### src/rtl/br_predictor.sv
// Direct-mapped branch target buffer with 2-bit saturating direction counters.
// One-cycle registered lookup; update and flush commit at the rising clock edge.
`ifndef XLEN
`define XLEN 32
`endif

module br_predictor #(
    parameter int BTB_ENTRIES = 64,
    parameter int TAG_W       = 10
) (
    input  logic              clock,
    input  logic              reset,
    input  logic              lkp_valid,
    input  logic [`XLEN-1:0]  lkp_pc,
    output logic              pred_valid,
    output logic              pred_taken,
    output logic [`XLEN-1:0]  pred_npc,
    input  logic              upd_valid,
    input  logic [`XLEN-1:0]  upd_pc,
    input  logic              upd_taken,
    input  logic [`XLEN-1:0]  upd_target,
    input  logic              upd_uncond,
    input  logic              flush_all
);

    localparam int IDX_W = $clog2(BTB_ENTRIES);
    localparam int TAG_LO = IDX_W + 2;
    localparam int TAG_HI = IDX_W + TAG_W + 1;

    // Table storage; valid and ctr are reset, tag and target are not
    logic             valid_q  [BTB_ENTRIES];
    logic             valid_d  [BTB_ENTRIES];
    logic [1:0]       ctr_q    [BTB_ENTRIES];
    logic [1:0]       ctr_d    [BTB_ENTRIES];
    logic [TAG_W-1:0] tag_q    [BTB_ENTRIES];
    logic [TAG_W-1:0] tag_d    [BTB_ENTRIES];
    logic [`XLEN-1:0] target_q [BTB_ENTRIES];
    logic [`XLEN-1:0] target_d [BTB_ENTRIES];

    logic             pred_valid_q, pred_valid_d;
    logic             pred_taken_q, pred_taken_d;
    logic [`XLEN-1:0] pred_npc_q,   pred_npc_d;

    logic [IDX_W-1:0] lkp_idx, upd_idx;
    logic [TAG_W-1:0] lkp_tag, upd_tag;
    logic             lkp_hit, upd_hit;

    // PC bits outside index/tag do not participate in the lookup
    logic unused_pc_bits;
    assign unused_pc_bits = ^{lkp_pc[1:0], lkp_pc[`XLEN-1:TAG_HI+1],
                              upd_pc[1:0], upd_pc[`XLEN-1:TAG_HI+1]};

    assign lkp_idx = lkp_pc[IDX_W+1:2];
    assign lkp_tag = lkp_pc[TAG_HI:TAG_LO];
    assign upd_idx = upd_pc[IDX_W+1:2];
    assign upd_tag = upd_pc[TAG_HI:TAG_LO];

    assign lkp_hit = valid_q[lkp_idx] && (tag_q[lkp_idx] == lkp_tag);
    assign upd_hit = valid_q[upd_idx] && (tag_q[upd_idx] == upd_tag);

    // Lookup: reads current (pre-update, pre-flush) table contents
    always_comb begin
        pred_valid_d = lkp_valid;
        pred_taken_d = 1'b0;
        pred_npc_d   = '0;
        if (lkp_valid) begin
            pred_taken_d = lkp_hit && ctr_q[lkp_idx][1];
            pred_npc_d   = pred_taken_d ? target_q[lkp_idx] : (lkp_pc + `XLEN'(4));
        end
    end

    // Table next state: flush beats update; a not-taken miss leaves the table alone
    always_comb begin
        valid_d  = valid_q;
        ctr_d    = ctr_q;
        tag_d    = tag_q;
        target_d = target_q;
        if (flush_all) begin
            for (int i = 0; i < BTB_ENTRIES; i++) begin
                valid_d[i] = 1'b0;
            end
        end else if (upd_valid) begin
            if (upd_hit) begin
                if (upd_uncond) begin
                    ctr_d[upd_idx] = 2'd3;
                end else if (upd_taken) begin
                    if (ctr_q[upd_idx] != 2'd3) ctr_d[upd_idx] = ctr_q[upd_idx] + 2'd1;
                end else begin
                    if (ctr_q[upd_idx] != 2'd0) ctr_d[upd_idx] = ctr_q[upd_idx] - 2'd1;
                end
                if (upd_taken) target_d[upd_idx] = upd_target;
            end else if (upd_taken) begin
                valid_d[upd_idx]  = 1'b1;
                tag_d[upd_idx]    = upd_tag;
                target_d[upd_idx] = upd_target;
                ctr_d[upd_idx]    = upd_uncond ? 2'd3 : 2'd2;
            end
        end
    end

    // Reset-bearing state: valid bits, counters and the prediction register
    always_ff @(posedge clock or posedge reset) begin
        if (reset) begin
            for (int i = 0; i < BTB_ENTRIES; i++) begin
                valid_q[i] <= 1'b0;
                ctr_q[i]   <= 2'd1;
            end
            pred_valid_q <= 1'b0;
            pred_taken_q <= 1'b0;
            pred_npc_q   <= '0;
        end else begin
            valid_q      <= valid_d;
            ctr_q        <= ctr_d;
            pred_valid_q <= pred_valid_d;
            pred_taken_q <= pred_taken_d;
            pred_npc_q   <= pred_npc_d;
        end
    end

    // Tag and target payload; only meaningful while the valid bit is set
    always_ff @(posedge clock) begin
        tag_q    <= tag_d;
        target_q <= target_d;
    end

    assign pred_valid = pred_valid_q;
    assign pred_taken = pred_taken_q;
    assign pred_npc   = pred_npc_q;

endmodule

### config.mk
export PLATFORM = sky130hd
export DESIGN_NAME = br_predictor
export DESIGN_NICKNAME = d
export VERILOG_FILES = /design/src/rtl/br_predictor.sv
export SDC_FILE = /design/constraint.sdc
export NUM_CORES = 2
export LEC_CHECK = 0
export ABC_CLOCK_PERIOD_IN_PS = 7600
export CAP_MARGIN = 20
export CORE_ASPECT_RATIO = 0.6
export CORE_MARGIN = 5
export CORE_UTILIZATION = 57
export CTS_CLUSTER_SIZE = 40
export DETAILED_ROUTE_END_ITERATION = 8
export PLACE_DENSITY = 0.76
export SKIP_CTS_REPAIR_TIMING = 1
export SKIP_LAST_GASP = 1
export SYNTH_ARGS = -nofsm -noshare
export SYNTH_HDL_FRONTEND = slang
export SYNTH_SLANG_ARGS = --single-unit
### constraint.sdc
create_clock -name clock -period 7.6 [get_ports clock]
set_input_delay 1.52 -clock clock [delete_from_list [all_inputs] [get_ports clock]]
set_output_delay 1.52 -clock clock [all_outputs]
set_load 0.03 [all_outputs]
Fig. 1: placed cells, one color a class
Bar = 200 um. Fill, decap, tap and diode cells in gray.
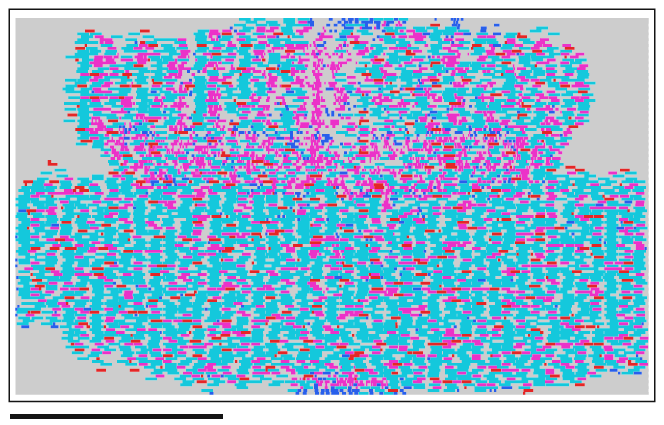
class	color	cells	share of their area
remaining logic cells	magenta	2561	25%
remaining buffers and delay cells	blue	460	3.1%
clock drivers and dummy loads	red	450	6.2%
registers	cyan	2914	66%
sequential cell area share: 63.9%
post-route cell area: 135000 sq um

Fig. 2: the metal 2 layer
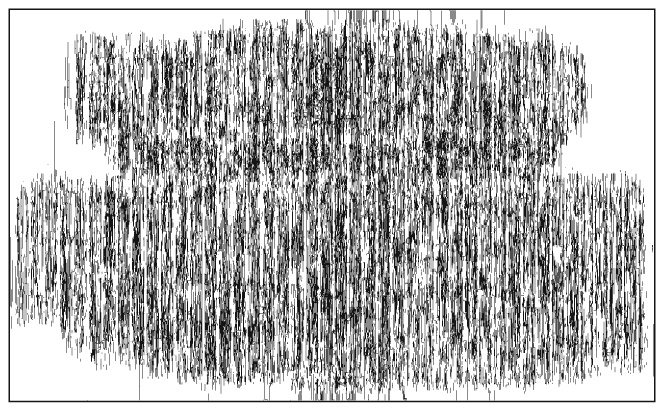
share of all routed wire	42%
longest straight run	153 um

Fig. 3: clock nets
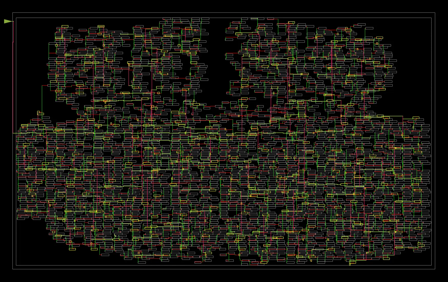
Seq Cell Count: 2914
clock buffer count: 349
Power Clock: 13100 uW
Clk Latency, worst-skew pair: 0.86 ns
cts bufs inserted: 268

==> flow_summary.json <==
{
  "outcome": "complete, no violations",
  "non_clock_buffer_count": 460,
  "worstPathRequired_ns": 8.36,
  "finalClockPeriodUsage_pct": 81.7,
  "layoutNonFillerInstCount": 9230,
  "dominantRegCellSynth": "edfxtp_1",
  "maxCapViolCount": 0,
  "synthXorXnorAreaFrac_pct": 0.319,
  "cts_tree": "yes",
  "timing.hold.worst.start": "valid_q[29]$_DFFE_PP0P_",
  "finalPower_uw": 32800,
  "cellPowerDensity_nw_per_um2": 243,
  "area_dominant_class": "registers",
  "setup.worst_path.end": "ctr_q[0]$_DFFE_PP1P_",
  "n_antenna_cell": 7,
  "netlist-cell-type-count": 82,
  "clkSinkCount": 2914,
  "yosys.area_share.simple_pct": 3.08,
  "n_fill_cell": 13400,
  "dp_cells": 8752,
  "drt_first_pass_iters": 6,
  "final_core_utilization_pct": 64.4,
  "vias": 67800,
  "detailedPlace.worstSlack_ns": 0.902,
  "synth.avg_cell_area_sq_um": 20.4,
  "synth.area.top_cells": "edfxtp_1 (67%), mux4_2 (18%), dfrtp_1 (3.4%)",
  "lay_top_cells": "edfxtp_1 (2688), mux4_2 (973), buf_4 (298), clkbuf_16 (280), nand2_1 (185)",
  "power_switching_uw": 7230,
  "p_int_uw": 25600,
  "ys_sh_mux_pct": 19.9,
  "report.final.slew_viol_count": 0,
  "worst-setup-path-type": "in2reg",
  "vdd_drop_max_uv": 183,
  "drt-initial-drc-count": 12400,
  "ys.flops": 2914,
  "sum_of_negative_setup_slack_ns": 0,
  "r2r-start": "tag_q[106]$_DFFE_PP_",
  "max_clk_rate_ghz": 0.161,
  "mappedNetlistNets": 6011,
  "timing.slew.headroom_pct": 20.2,
  "rr_endpoint": "ctr_q[0]$_DFFE_PP1P_",
  "post_synth_fa_ha_maj_area_fraction_pct": 0.0311,
  "layout-drive-gt1-share_pct": 30.6,
  "holdPathStages": 2,
  "antenna_violating_nets_left": 0,
  "worstHoldPathType": "reg2reg",
  "clockPowerShare_pct": 39.8,
  "routed_wire_length_per_instance_um": 39.7,
  "final-setup-viol-count": 0,
  "min_to": "valid_q[29]$_DFFE_PP0P_",
  "multi_input_logic_portion_of_the_cell_area_pct": 24.1,
  "routabilityCongestion": 1.02,
  "enable_flop_cells": 2688,
  "port_buffers": 120,
  "switching_share_pct": 22.0,
  "rows": 130,
  "fp.coreArea_sq_um": 210000,
  "yosysCellCount": 5905,
  "synth.yosys.warnings": 0
}
==> worst max-delay path: stages <==
cell and delay (ns):
buf_8 0.40, nor2b_1 0.95, buf_4 0.37, a32oi_1 0.13
a31oi_1 0.65, a2111oi_2 0.13, and3_1 0.21, or4b_2 0.69
nor4_4 0.47, nand2_2 0.17, buf_4 0.33, o21bai_4 0.20
buf_4 0.44, mux2_1 0.23
==> per-layer routing <==
| metal | global-route usage [%] | share of wire [%] | vias up |
|---|---|---|---|
| met1 | 47.3 | 36 | 35500 |
| met4 | 10.1 | 3.5 | 16 |
| met3 | 16.9 | 19 | 765 |
| met5 | 0.172 | 0.059 | - |
| li1 | - | - | 25500 |
| met2 | 43.9 | 42 | 6060 |
==> Yosys cell counts, types with 12 or more instances <==
cell type  number
nor2_1        242
and3_1         12
nand2b_1       17
dfrtp_1       162
xnor2_1        29
a31oi_1        34
buf_1          70
mux4_2        973
o211ai_1       19
a22o_1         12
a21oi_1        34
a41oi_1        64
xor2_1         15
clkbuf_1      227
mux2_2         38
nor2b_1        14
edfxtp_1     2688
o22ai_1        26
buf_4          26
mux2_1         60
nor3_1         48
a211oi_1       17
dfstp_2        64
nand3_1       118
nand2_1       187
nor3_2         35
o21ai_0        55
o221ai_1       70
mux2i_1        96
a22oi_1        72
inv_1          74
buf_2          98
a221oi_1       46
==> power by group through the flow <==
stage	clock [uW]	sequential (uW)	combinational (uW)
after global routing	13900	17600	2220
final	13100	17600	2150
after floorplan	0	18000	1130
after CTS	13200	17600	2060
after detailed placement	0	17900	2040
after global placement	0	17900	2000
==> state kept, by name, indices dropped and copies added, names as in the netlist <==
name,count
target_q,2048
pred_valid,1
pred_taken,1
valid_q,64
ctr_q,128
pred_npc,32
tag_q,640
No activity file was given, so power comes from the tool's default toggle rates.
